===== src/rtl/mul_arbiter.sv =====
// Round-robin arbiter sharing one external 16x16 multiply unit between two
// execute-slot requesters, with registered operands and per-requester responses.
module mul_arbiter #(
  parameter int TAG_W = 4
) (
  input  logic             clk,
  input  logic             rst,
  input  logic             req0_valid,
  output logic             req0_ready,
  input  logic [15:0]      req0_a,
  input  logic [15:0]      req0_b,
  input  logic             req0_signed,
  input  logic [TAG_W-1:0] req0_tag,
  input  logic             req1_valid,
  output logic             req1_ready,
  input  logic [15:0]      req1_a,
  input  logic [15:0]      req1_b,
  input  logic             req1_signed,
  input  logic [TAG_W-1:0] req1_tag,
  output logic [15:0]      mul_operand_a,
  output logic [15:0]      mul_operand_b,
  output logic             mul_is_signed,
  input  logic [15:0]      mul_result_lo,
  input  logic [15:0]      mul_result_hi,
  output logic             rsp0_valid,
  input  logic             rsp0_ready,
  output logic [15:0]      rsp0_lo,
  output logic [15:0]      rsp0_hi,
  output logic [TAG_W-1:0] rsp0_tag,
  output logic             rsp1_valid,
  input  logic             rsp1_ready,
  output logic [15:0]      rsp1_lo,
  output logic [15:0]      rsp1_hi,
  output logic [TAG_W-1:0] rsp1_tag,
  output logic             busy,
  output logic [15:0]      op_count
);

  typedef enum logic [1:0] {IDLE, EXEC, RESP} state_t;

  state_t           state, state_nxt;
  logic             last_grant;
  logic             grant_id;
  logic             grant_vld;
  logic             grant_sel;
  logic             rsp_hs;

  logic [15:0]      op_a_p0;
  logic [15:0]      op_b_p0;
  logic             op_signed_p0;
  logic [TAG_W-1:0] op_tag_p0;

  logic [15:0]      rsp0_lo_p1, rsp0_hi_p1, rsp1_lo_p1, rsp1_hi_p1;
  logic [TAG_W-1:0] rsp0_tag_p1, rsp1_tag_p1;
  logic             vld0_p1, vld1_p1;

  always_comb begin
    state_nxt  = state;
    grant_vld  = 1'b0;
    grant_sel  = 1'b0;
    rsp_hs     = 1'b0;
    req0_ready = 1'b0;
    req1_ready = 1'b0;
    case (state)
      IDLE: begin
        // Contention goes to whoever did not win last time.
        if (req0_valid && req1_valid) begin
          grant_vld = 1'b1;
          grant_sel = ~last_grant;
        end else if (req0_valid) begin
          grant_vld = 1'b1;
          grant_sel = 1'b0;
        end else if (req1_valid) begin
          grant_vld = 1'b1;
          grant_sel = 1'b1;
        end
        req0_ready = grant_vld && !grant_sel;
        req1_ready = grant_vld && grant_sel;
        if (grant_vld) state_nxt = EXEC;
      end
      EXEC: state_nxt = RESP;
      RESP: begin
        rsp_hs = grant_id ? (vld1_p1 && rsp1_ready) : (vld0_p1 && rsp0_ready);
        if (rsp_hs) state_nxt = IDLE;
      end
      default: state_nxt = IDLE;
    endcase
  end

  always_ff @(posedge clk) begin
    if (rst) begin
      state        <= IDLE;
      last_grant   <= 1'b1;
      grant_id     <= 1'b0;
      op_a_p0      <= '0;
      op_b_p0      <= '0;
      op_signed_p0 <= 1'b0;
      op_tag_p0    <= '0;
      rsp0_lo_p1   <= '0;
      rsp0_hi_p1   <= '0;
      rsp0_tag_p1  <= '0;
      rsp1_lo_p1   <= '0;
      rsp1_hi_p1   <= '0;
      rsp1_tag_p1  <= '0;
      vld0_p1      <= 1'b0;
      vld1_p1      <= 1'b0;
      op_count     <= '0;
    end else begin
      state <= state_nxt;
      // p0: operand capture at grant; held until the next grant.
      if (grant_vld) begin
        grant_id     <= grant_sel;
        last_grant   <= grant_sel;
        op_a_p0      <= grant_sel ? req1_a      : req0_a;
        op_b_p0      <= grant_sel ? req1_b      : req0_b;
        op_signed_p0 <= grant_sel ? req1_signed : req0_signed;
        op_tag_p0    <= grant_sel ? req1_tag    : req0_tag;
      end
      // p1: product capture into the granted requester's response slot.
      if (state == EXEC) begin
        if (grant_id) begin
          rsp1_lo_p1  <= mul_result_lo;
          rsp1_hi_p1  <= mul_result_hi;
          rsp1_tag_p1 <= op_tag_p0;
          vld1_p1     <= 1'b1;
        end else begin
          rsp0_lo_p1  <= mul_result_lo;
          rsp0_hi_p1  <= mul_result_hi;
          rsp0_tag_p1 <= op_tag_p0;
          vld0_p1     <= 1'b1;
        end
      end
      if (rsp_hs) begin
        if (grant_id) vld1_p1 <= 1'b0;
        else          vld0_p1 <= 1'b0;
        op_count <= op_count + 16'd1;
      end
    end
  end

  assign mul_operand_a = op_a_p0;
  assign mul_operand_b = op_b_p0;
  assign mul_is_signed = op_signed_p0;

  assign rsp0_valid = vld0_p1;
  assign rsp0_lo    = rsp0_lo_p1;
  assign rsp0_hi    = rsp0_hi_p1;
  assign rsp0_tag   = rsp0_tag_p1;
  assign rsp1_valid = vld1_p1;
  assign rsp1_lo    = rsp1_lo_p1;
  assign rsp1_hi    = rsp1_hi_p1;
  assign rsp1_tag   = rsp1_tag_p1;

  assign busy = (state != IDLE);

endmodule


===== config.mk =====
export PLATFORM = sky130hd
export DESIGN_NAME = mul_arbiter
export DESIGN_NICKNAME = d
export VERILOG_FILES = /design/src/rtl/mul_arbiter.sv
export SDC_FILE = /design/constraint.sdc
export NUM_CORES = 1
export LEC_CHECK = 0
export CAP_MARGIN = 30
export CORE_MARGIN = 5
export CORE_UTILIZATION = 45
export CTS_CLUSTER_SIZE = 14
export DETAILED_ROUTE_END_ITERATION = 6
export MAX_ROUTING_LAYER = met4
export PLACE_DENSITY = 0.86
export SYNTH_ARGS = -nofsm -noshare
export SYNTH_HDL_FRONTEND = slang
export SYNTH_SLANG_ARGS = --single-unit

===== constraint.sdc =====
create_clock -name clk -period 4.2 [get_ports clk]
set_input_delay 1.05 -clock clk [delete_from_list [all_inputs] [get_ports clk]]
set_output_delay 1.05 -clock clk [all_outputs]
set_load 0.005 [all_outputs]

Figure 1. Power grid (run 1).
The bar under the picture is 20 um long. Pins as bars on the die edge. Tap cells in grey.
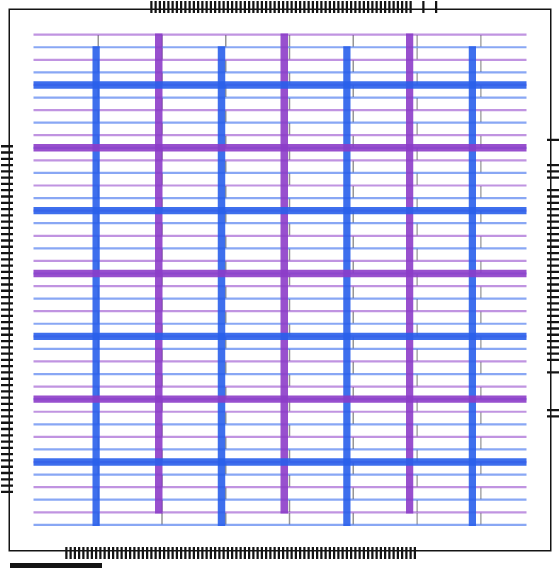
| colour | net |
|---|---|
| blue | VSS |
| purple | VDD |
signal pins: 238
rows: 39

Figure 2. Cell classes on the final placement (run 1).
The bar under the picture is 20 um long.
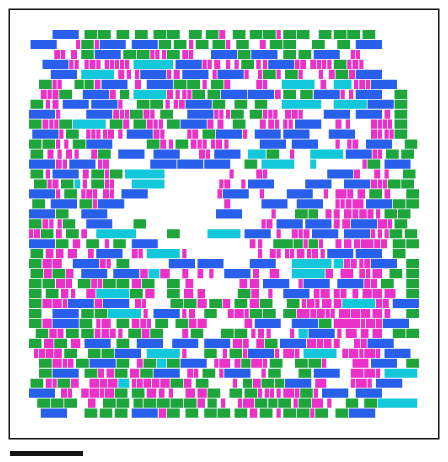
| colour | class | cells | share of their area |
|---|---|---|---|
| cyan | clock drivers and dummy loads | 32 | 8.4% |
| green | remaining buffers and delay cells | 249 | 30% |
| magenta | remaining logic cells | 465 | 29% |
| blue | sequential cells | 131 | 32% |

Figure 3. Routed clock nets over the placement (run 1).
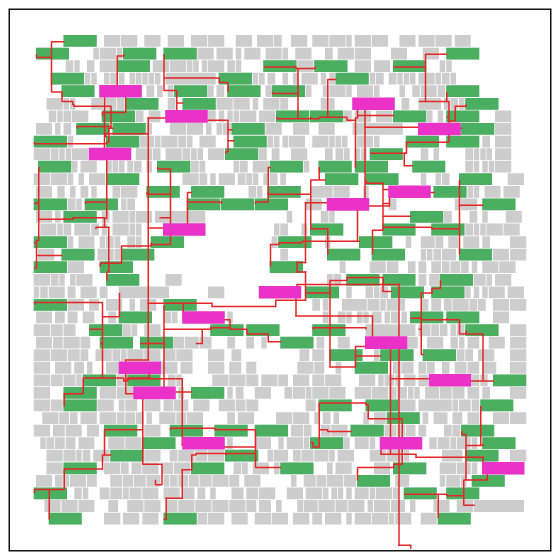
[red] clock wires | length: 1590 um
[magenta] clock-net drivers | count: 17
[green] flip-flops | count: 131
routed clock nets: 18
flops lie: all over the die
clock-net power: 0.00169 W
skew final: 0.00326 ns

run 1: layout make-up:
class | instances | area, um^2 | area share
sequential | 131 | 2620 | 0.317
multi-input combinational | 459 | 2300 | 0.278
inverter | 6 | 22.5 | 0.00272
clock inverter | 13 | 230 | 0.0278
tap | 143 | 179 | 0.0216
timing repair buffer | 249 | 2470 | 0.298
clock buffer | 19 | 453 | 0.0547
run 1: logic make-up after synthesis:
logic type               after synthesis  synth area share
AND/OR/NAND/NOR                      276             0.243
AND-OR/OR-AND                        177             0.192
flip-flops                           131             0.510
buffers and inverters                 55            0.0441
XOR/XNOR                               4           0.00682
multiplexers                           1           0.00195
adder cells (fa/ha/maj)                1           0.00243
run 1: registers in the layout, summed over array words and instances, names as in the netlist, named ones only:
signal	cells
grant_id	1
last_grant	1
mul_is_signed	1
mul_operand_a	16
mul_operand_b	16
op_count	16
op_tag_p0	4
rsp0_hi	16
rsp0_lo	16
rsp0_tag	4
rsp1_hi	16
rsp1_lo	16
rsp1_tag	4
state	2
run 1: how the worst max path moves through the flow:
stage / from / end / slack [ns] / cells after the start
after CTS: req0_valid / req1_ready / 0.57 / 5
after floorplan: req1_valid / req0_ready / 1.45 / 4
after global placement: req0_valid / req1_ready / 0.68 / 5
after detailed placement: req0_valid / req1_ready / 0.57 / 5
final: req0_valid / req1_ready / 0.55 / 5
after global routing: req0_valid / req1_ready / 0.51 / 5
run 1: per-layer routing:
layer  track usage  up-vias  wire [um]
met4         0.125        0        729
met1         0.272     2648       6380
met2         0.444      250       8940
met5             -        -          0
met3        0.0817       71       1420
li1              -     2646          -
run 1: report_power, final:
group	switching (W)	internal, W	total, W
clock network	0.000547	0.00114	0.00169
logic	0.000276	0.000316	0.000591
registers	0.0000510	0.00133	0.00138
run 1: layout by cell type, fill, tap and decap left out, drive strengths merged, types with 5 or more instances in the layout:
cell type / netlist / routed
clkbuf: 42 / 19
inv: 6 / 6
a211oi: 5 / 5
buf: 7 / 13
nand2: 197 / 197
o31ai: 5 / 5
nand3: 9 / 9
nor2: 18 / 18
a21oi: 118 / 118
o22ai: 31 / 31
a311oi: 6 / 6
bufinv: 0 / 6
or3: 5 / 5
o21ai: 9 / 9
dfxtp: 131 / 131
clkdlybuf4s50: 0 / 236
nor3b: 31 / 31
run 1: tightest hold or removal path, cell delays in order (launching register included):
cell     delay, ns
dfxtp_1       0.30
nand2_1       0.05
a21oi_1       0.05
run 1: stage by stage:
| step | instances | total power, W | hold slack (ns) | utilization |
|---|---|---|---|---|
| after CTS | 1020 | 0.00368 | 0.453 | 0.731 |
| after detailed placement | 988 | 0.00199 | 0.447 | 0.671 |
| after floorplan | 645 | 0.00165 | 0.445 | - |
| final | 1020 | 0.00366 | 0.451 | 0.731 |
| after global routing | 1020 | 0.00380 | 0.472 | 0.731 |
| after global placement | 987 | 0.00197 | 0.441 | 0.669 |
==> impl_metrics.csv, run 1 <==
group,metric,value,unit
run_status,status,"finished, final reports clean",
route,drtIter0Drc,514,
route,drc_errors,0,
route,via_count,5615,
global_routing,grt-ovfl-total,0,
setup_path,cp_max_fo,8,
synthesis,common_cells,"197 x nand2_1, 131 x dfxtp_1, 118 x a21oi_1",
setup_path,cp_cell_sequence,"clkdlybuf4s50_1 -> nand2_1 -> nand3_1 -> inv_1 -> clkdlybuf4s50_1",
synthesis,synth-edff-count,0,
hold_path,hold_end,"mul_operand_a[5]",
place,dp_hpwl,12300,um
synthesis,ff_type,"dfxtp_1",
timing,worstMarginPinSlew,0.897,ns
floorplan,core.rowCount,39,
clock_tree,hold_buffers,0,
timing,period_used_share,0.869,
synthesis,topCellsByArea,"dfxtp_1 51%, nand2_1 14%, a21oi_1 11%",
cells_and_area,layout.nets,977,
setup_path,crit_path_max_incr_delay,0.52,ns
route,dr.pass1.iters,7,
synthesis,fp_nets,758,
route,wire_per_inst,17.1,um
synthesis,syn_inst,645,
global_routing,grt_max_degree,84,
cells_and_area,syn_to_final_growth,61.0,%
setup_path,cp_top_family,"buffers and inverters",
cells_and_area,num-fill-cells,832,
place,io_buffers,237,
setup_path,required,3.15,ns
clock_tree,cts_sinks,131,
setup_path,cp-end-kind,"primary output",
global_routing,grt_pass1_wl,26900,um
hold_path,min_from,"mul_operand_a[5]",
power_and_ir_drop,ir_drop,0.000358,V
setup_path,reg2reg_depth,6,
route,wirelength,17500,um
synthesis,ys_cells,645,
hold_path,hp-class,"reg2reg",
setup_path,cpMostUsedCell,"clkdlybuf4s50_1",
synthesis,ys_types,31,
clock_tree,h-tree-depth,4,
timing,setup_ws,0.550,ns
floorplan,coreArea,0.0113,mm^2
run,cap_violations,0,
floorplan,initCoreUtil,0.454,
clock_tree,clkLatencyLatePin,0.41,ns
timing,drv_slew,0,
place,placed_cell_area,0.00759,mm^2
cells_and_area,design_area,0.00828,mm^2
synthesis,postSynthAreaPerCell,7.97,um^2
run,warnings,26,
cells_and_area,drive_gt1_frac,0.0582,
setup_path,critPathBufInv,3,
setup_path,arrival,2.60,ns
synthesis,synth_flop_count,131,
setup_path,rr_endpoint,"mul_operand_b[10]",
power_and_ir_drop,p_per_area,442,mW/mm^2
synthesis,ys_chip_area,0.00514,mm^2
synthesis,synthArstFlopShare,0,
floorplan,chipArea,0.0137,mm^2
setup_path,criticalPathCategory,"in2out",
synthesis,ys_warn_count,0,
timing,fmax,0.274,GHz
synthesis,synth.most_common_cell,"nand2_1",
synthesis,syn_area,0.00514,mm^2
hold_path,hold_depth,2,
clock_tree,tritoncts,"yes",
setup_path,r2r_start,"state[1]",
synthesis,synth_top_cell_by_area,"dfxtp_1",
floorplan,die_width,117,um
clock_tree,cts_buffers,17,
route,ant_nets,0,
timing,fin_crit,3.65,ns
global_routing,grt_pass1_vias,5473,
timing,relSlewSlack,0.402,
Figure 4. Wiring by layer (run 1).
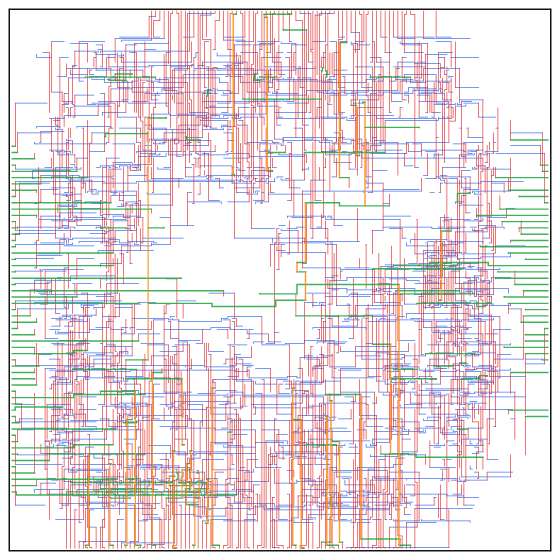

==> inputs of run 2 (changes only) <==
CAP_MARGIN = 0   (was 30)
Figure 5. Wiring by layer (run 2).
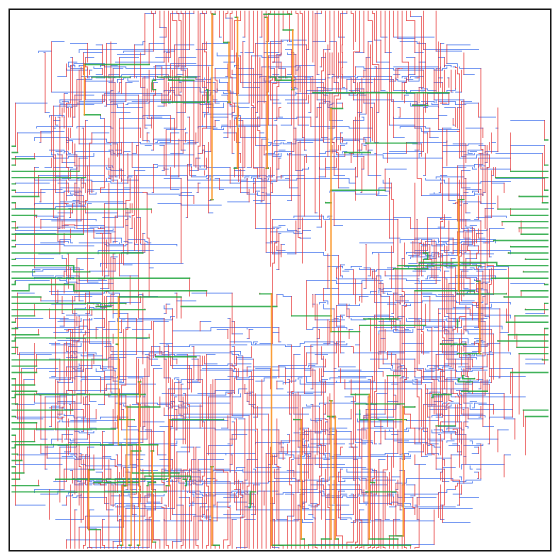
| colour | layer | wire length |
|---|---|---|
| red | M2 | 9040 um |
| blue | M1 | 6480 um |
| orange | M4 | 603 um |
| green | M3 | 1270 um |
DRT Wirelength: 17400 um
Vias: 5526
GRT Util Overall: 0.260

Figure 6. Routed clock nets over the placement (run 2).
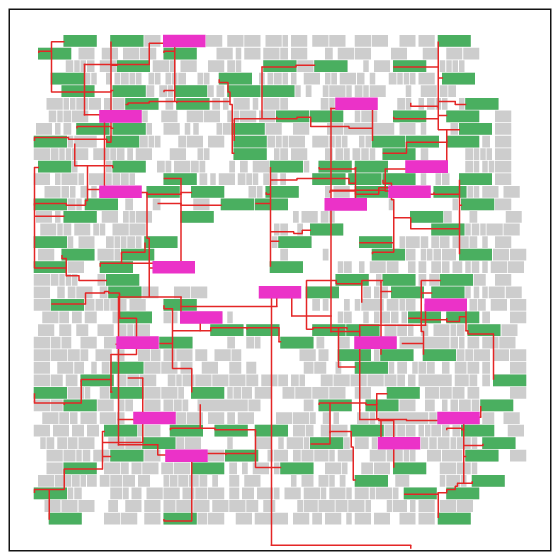
[magenta] clock-net drivers | count: 17
[green] flip-flops | count: 131
[red] clock wires | length: 1580 um
routed clock nets: 18

Figure 7. Power grid (run 2).
The bar under the picture is 20 um long. Pins as bars on the die edge. Tap cells in grey.
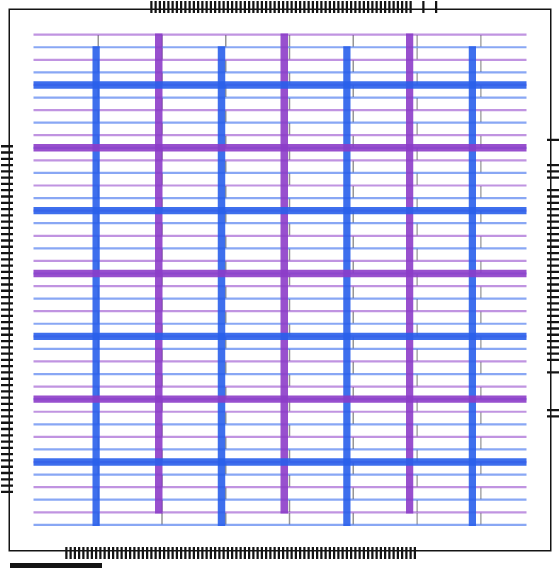
Die Wd: 117 um
die height: 117 um
VDD IR max: 0.000279 V

==> run 2 against run 1 <==
Against the previous run:
- register-to-register slack worse by 0.12 ns
- sequential share of layout area is 0.30 points higher
- clock skew is 0.0029 ns higher
- non-clock buffer count is 1 lower
- area after synthesis stayed put
- final cell count hardly changed
- total power is 4.2% lower
- highest routed layer unchanged
==> impl_metrics.csv, run 2 <==
group,metric,value,unit
run_status,status,"finished, final reports clean",
timing,setup_ws,0.560,ns
cells_and_area,layout_top_cell,"clkdlybuf4s50_1",
floorplan,coreArea,0.0113,mm^2
hold_path,hp-class,"reg2reg",
timing,relSlewSlack,0.125,
timing,drv_slew,0,
clock_tree,cts_sinks,131,
timing,fin_crit,3.64,ns
setup_path,cp_cell_sequence,"clkdlybuf4s50_1 -> nand2_1 -> nand3_1 -> inv_1 -> clkdlybuf4s50_1",
setup_path,critPathBufInv,3,
run,cap_violations,0,
synthesis,synthAoiAreaFrac,0.192,
clock_tree,h-tree-depth,4,
clock_tree,cts_buffers,17,
global_routing,grt_pass1_wl,26800,um
synthesis,synth-edff-count,0,
synthesis,synth-simple-area-share,0.243,
synthesis,ys_types,31,
synthesis,ys_chip_area,0.00514,mm^2
clock_tree,hold_buffers,0,
run,warnings,26,
synthesis,synthArstFlopShare,0,
cells_and_area,lay_top_cells,"236 x clkdlybuf4s50_1, 197 x nand2_1, 131 x dfxtp_1",
route,drtIter0Drc,484,
synthesis,topCellsByArea,"dfxtp_1 51%, nand2_1 14%, a21oi_1 11%",
synthesis,postSynthAreaPerCell,7.97,um^2
global_routing,grt_max_degree,84,
cells_and_area,syn_to_final_growth,59.5,%
place,dp_hpwl,12200,um
synthesis,synth_top_cell_by_area,"dfxtp_1",
synthesis,top_logic_kind,"simple AND/OR/NAND/NOR gates",
setup_path,crit_path_max_incr_delay,0.52,ns
setup_path,arrival,2.59,ns
timing,worstMarginPinSlew,1.31,ns
route,ant_nets,0,
synthesis,yosys.area_share.adder,0.00243,
synthesis,synth_flop_count,131,
synthesis,mux_area_frac,0.00195,
cells_and_area,layout.nets,976,
timing,period_used_share,0.867,
synthesis,ys_warn_count,0,
route,wire_per_inst,17.1,um
setup_path,cp_top_family,"buffers and inverters",
global_routing,grt-ovfl-total,0,
floorplan,chipArea,0.0137,mm^2
setup_path,cp-end-kind,"primary output",
timing,finClkSkew,0.00620,ns
cells_and_area,postLayoutCoreUtil,0.724,
setup_path,required,3.15,ns
synthesis,fp_nets,758,
route,dr.pass1.iters,5,
synthesis,ff_type,"dfxtp_1",
cells_and_area,num-fill-cells,833,
place,io_buffers,237,
synthesis,common_cells,"197 x nand2_1, 131 x dfxtp_1, 118 x a21oi_1",
cells_and_area,comb_area,0.00230,mm^2
synthesis,ys_cells,645,
clock_tree,clkLatencyLatePin,0.41,ns
cells_and_area,seqCellArea,0.00262,mm^2
synthesis,xor_share,0.00682,
setup_path,cpMostUsedCell,"clkdlybuf4s50_1",
synthesis,syn_area,0.00514,mm^2
power_and_ir_drop,power,0.00350,W
setup_path,cp_max_fo,8,
cells_and_area,drive_gt1_frac,0.0537,
floorplan,initCoreUtil,0.454,
global_routing,grt_pass1_vias,5366,
setup_path,criticalPathCategory,"in2out",
## run 2: cell counts after synthesis
Identical to the previous run, type by type.
## run 2: power by group
| group | leakage [nW] | switching (W) | internal [W] |
|---|---|---|---|
| clock network | 0.300 | 0.000521 | 0.00102 |
| logic | 1.48 | 0.000273 | 0.000313 |
| registers | 1.07 | 0.0000509 | 0.00133 |
| total | 2.84 | 0.000845 | 0.00266 |
## run 2: layout make-up
| cell class | count | share of cell area |
|---|---|---|
| flip-flops and latches | 131 | 0.320 |
| repair buffers | 248 | 0.299 |
| multi-input cells | 459 | 0.281 |
| clock buffers | 22 | 0.0566 |
| well taps | 143 | 0.0218 |
| clock inverters | 10 | 0.0189 |
| inverters | 6 | 0.00275 |
## run 2: tightest hold or removal path: stages (launching register included)
cell and delay [ns]:
dfxtp_1 0.30, nand2_1 0.05, a21oi_1 0.05
## run 2: kinds of logic after synthesis
family / Yosys count
AND-OR/OR-AND: 177
AND/OR/NAND/NOR: 276
flip-flops: 131
buffers and inverters: 55
adder cells (fa/ha/maj): 1
XOR/XNOR: 4
multiplexers: 1
## run 2: routing by layer
layer,up-vias,GRT usage,part of all wire
li1,2653,-,-
met1,2586,0.281,0.37
met2,234,0.441,0.52
met3,53,0.0725,0.073
met4,0,0.120,0.035
met5,-,-,0
## run 2: worst paths after layout
check,start,endpoint,slack [ns],cells past startpoint
setup reg to reg,state[0],rsp0_lo[3],1.95,5
hold reg to reg,rsp1_hi[14],rsp1_hi[14],0.45,2
setup / recovery,req0_valid,req1_ready,0.56,5
hold / removal,rsp1_hi[14],rsp1_hi[14],0.45,2
## run 2: metrics by stage
| step | instances | hold slack, ns | instance area, um^2 |
|---|---|---|---|
| after detailed placement | 987 | 0.446 | 7580 |
| after floorplan | 645 | 0.445 | 5140 |
| after global placement | 987 | 0.441 | 7580 |
| final | 1019 | 0.452 | 8200 |
| after global routing | 1019 | 0.471 | 8200 |
| after CTS | 1019 | 0.454 | 8200 |
Figure 8. Cell classes on the final placement (run 2).
The bar under the picture is 20 um long.
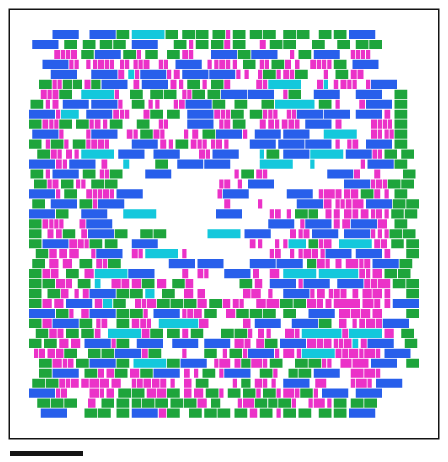

==> inputs of run 3 (changes only) <==
CAP_MARGIN = 25   (was 0)
CORE_MARGIN = 2   (was 5)
CTS_BUF_LIST = sky130_fd_sc_hd__clkbuf_4 sky130_fd_sc_hd__clkbuf_8 sky130_fd_sc_hd__clkbuf_16   (was not set)
Figure 9. Cell classes on the final placement (run 3).
The bar under the picture is 20 um long.
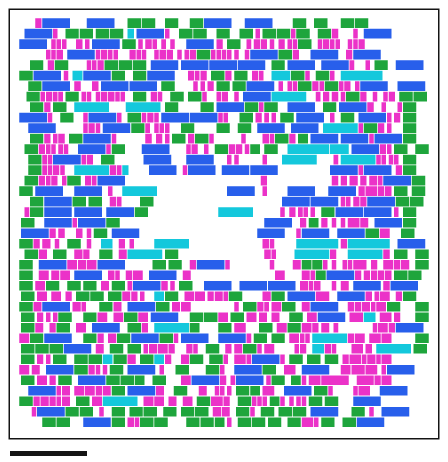
| colour | class | cells | share of their area |
|---|---|---|---|
| green | remaining buffers and delay cells | 248 | 31% |
| cyan | clock drivers and dummy loads | 32 | 8.0% |
| blue | sequential cells | 131 | 33% |
| magenta | remaining logic cells | 465 | 29% |
final core occ: 0.729
flop share of the area: 0.319
Design Area, Final: 0.00822 mm^2
core box area: 0.0113 mm^2

Figure 10. Routed clock nets over the placement (run 3).
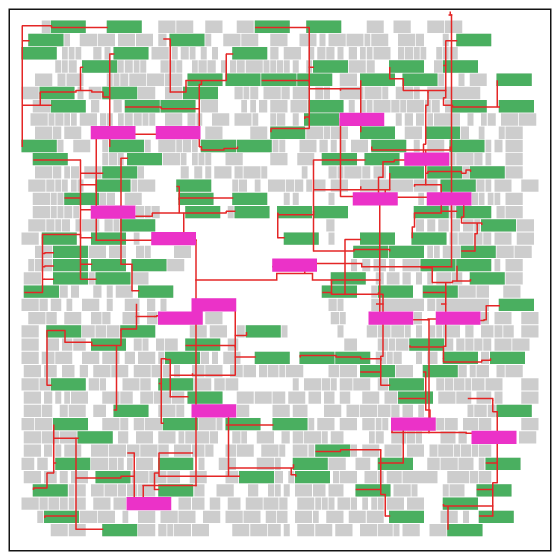
[red] clock wires | length: 1610 um
[magenta] clock-net drivers | count: 17
[green] flip-flops | count: 131
routed clock nets: 18
flops lie: all over the die
clk_lat worst skew: 0.41 ns
skew final: 0.00421 ns

==> run 3 against run 2 <==
Against the previous run:
- clock power rose by 3%
- combinational power barely moved
- clock skew fell by 0.0020 ns
- global-route usage rose by 2.3 points
==> impl_metrics.csv, run 3 <==
group,metric,value,unit
cells_and_area,layout.nets,976,
synthesis,postSynthAreaPerCell,7.97,um^2
synthesis,fp_nets,758,
route,drtIter0Drc,439,
clock_tree,hold_buffers,0,
route,ant_nets,0,
cells_and_area,layout_top_cell,"clkdlybuf4s50_1",
timing,period_used_share,0.851,
route,dr.pass1.iters,5,
setup_path,cp-end-kind,"primary output",
synthesis,ff_type,"dfxtp_1",
global_routing,grt_pass1_vias,5605,
setup_path,required,3.15,ns
floorplan,die_width,111,um
timing,drv_slew,0,
synthesis,ys_chip_area,0.00514,mm^2
setup_path,reg2reg_depth,6,
synthesis,common_cells,"197 x nand2_1, 131 x dfxtp_1, 118 x a21oi_1",
cells_and_area,syn_to_final_growth,59.9,%
synthesis,synthArstFlopShare,0,
clock_tree,h-tree-depth,4,
timing,relSlewSlack,0.297,
setup_path,cp.depth,5,
cells_and_area,seqCellArea,0.00262,mm^2
cells_and_area,comb_area,0.00230,mm^2
cells_and_area,drive_gt1_frac,0.0571,
setup_path,arrival,2.53,ns
global_routing,grt-ovfl-total,0,
setup_path,critPathBufInv,3,
timing,worstMarginPinSlew,1.05,ns
run_status,status,"finished, final reports clean",
global_routing,grt_max_degree,103,
synthesis,ys_types,31,
run,warnings,28,
setup_path,cp_top_family,"buffers and inverters",
setup_path,cp_max_fo,8,
synthesis,synth_top_cell_by_area,"dfxtp_1",
route,via_count,5650,
synthesis,ys_warn_count,0,
timing,whs,0.451,ns
run,cap_violations,0,
route,wirelength,17300,um
cells_and_area,lay_top_cells,"236 x clkdlybuf4s50_1, 197 x nand2_1, 131 x dfxtp_1",
place,io_buffers,237,
synthesis,topCellsByArea,"dfxtp_1 51%, nand2_1 14%, a21oi_1 11%",
cells_and_area,num-fill-cells,854,
Figure 11. Wiring by layer (run 3).
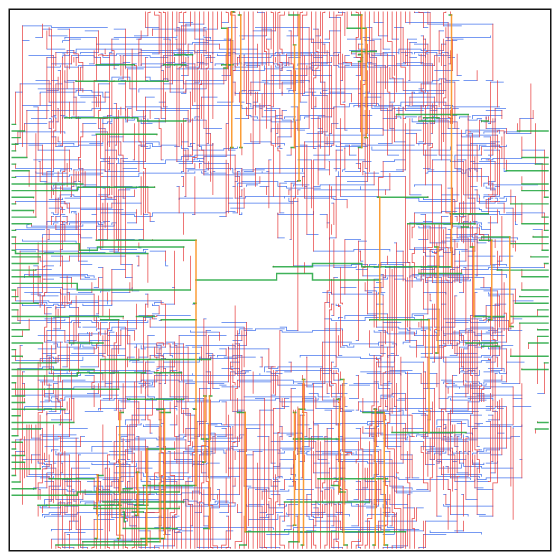
| colour | layer | wire length |
|---|---|---|
| red | M2 | 8910 um |
| green | M3 | 1180 um |
| blue | M1 | 6480 um |
| orange | M4 | 767 um |

## run 3: cell types whose count changed in the layout (fill, tap and decap cells not counted)
cell,change
clkbuf_1,-3
clkinv_2,-2
clkinv_4,+2
clkbuf_4,+1
clkinvlp_4,+1
inv_6,+1
## run 3: per-stage QoR
step | instance area [um^2] | cells | utilization | total power [W]
2_1_floorplan | 5140 | 645 | - | 0.00165
3_3_place_gp | 7580 | 987 | 0.672 | 0.00196
3_5_place_dp | 7580 | 987 | 0.672 | 0.00198
4_1_cts | 8220 | 1019 | 0.729 | 0.00357
5_1_grt | 8220 | 1019 | 0.729 | 0.00368
6_report | 8220 | 1019 | 0.729 | 0.00355
## run 3: power breakdown
group	internal (W)	switching [W]	total, W	leakage (nW)
Combinational	0.000313	0.000275	0.000587	1.48
Sequential	0.00133	0.0000514	0.00138	1.07
Clock	0.00103	0.000554	0.00159	0.306
Total	0.00267	0.000880	0.00355	2.85
## run 3: cell families (layout without fill, tap and decap cells)
kind of cell / count (synthesis) / after routing / share of synthesized area
simple gates: 276 / 276 / 0.243
compound gates: 177 / 177 / 0.192
flops: 131 / 131 / 0.510
buf+inv: 55 / 286 / 0.0441
xor+xnor: 4 / 4 / 0.00682
fa+ha+maj: 1 / 1 / 0.00243
mux: 1 / 1 / 0.00195
## run 3: final timing paths
path | from | endpoint | slack (ns)
setup / recovery | req0_valid | req1_ready | 0.62
hold / removal | rsp0_lo[12] | rsp0_lo[12] | 0.45
setup reg to reg | state[1] | op_tag_p0[3] | 2.05
hold reg to reg | rsp0_lo[12] | rsp0_lo[12] | 0.45
## run 3: final cells by class
cell class / instances / area share
flip-flops and latches: 131 / 0.319
well taps: 143 / 0.0218
inverters: 6 / 0.00274
multi-input cells: 459 / 0.280
clock inverters: 12 / 0.0218
repair buffers: 248 / 0.298
clock buffers: 20 / 0.0560
## run 3: per-layer routing
metal / vias up / track usage / wire [um]
met5: - / - / 0
met4: 0 / 0.148 / 767
met3: 68 / 0.0776 / 1180
met2: 246 / 0.483 / 8910
met1: 2688 / 0.298 / 6480
li1: 2648 / - / -
## run 3: worst min-delay path, stage by stage (launching register included)
cell and delay, ns:
dfxtp_1 0.30, nand2_1 0.05, a21oi_1 0.05

==> screenshots <==
Congestion heat map.
image #1
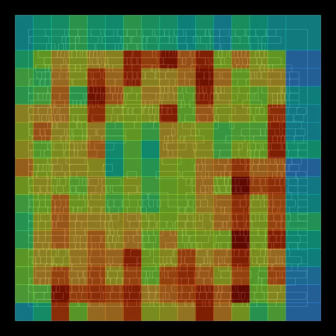
image #2
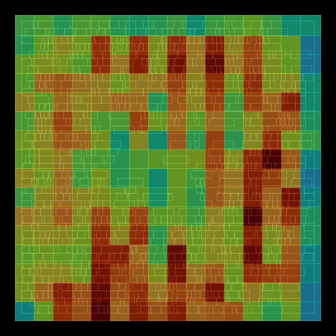
Image #2 is run 3.
Image #1 is run 1.

Power is estimated from default activity; no workload was simulated.
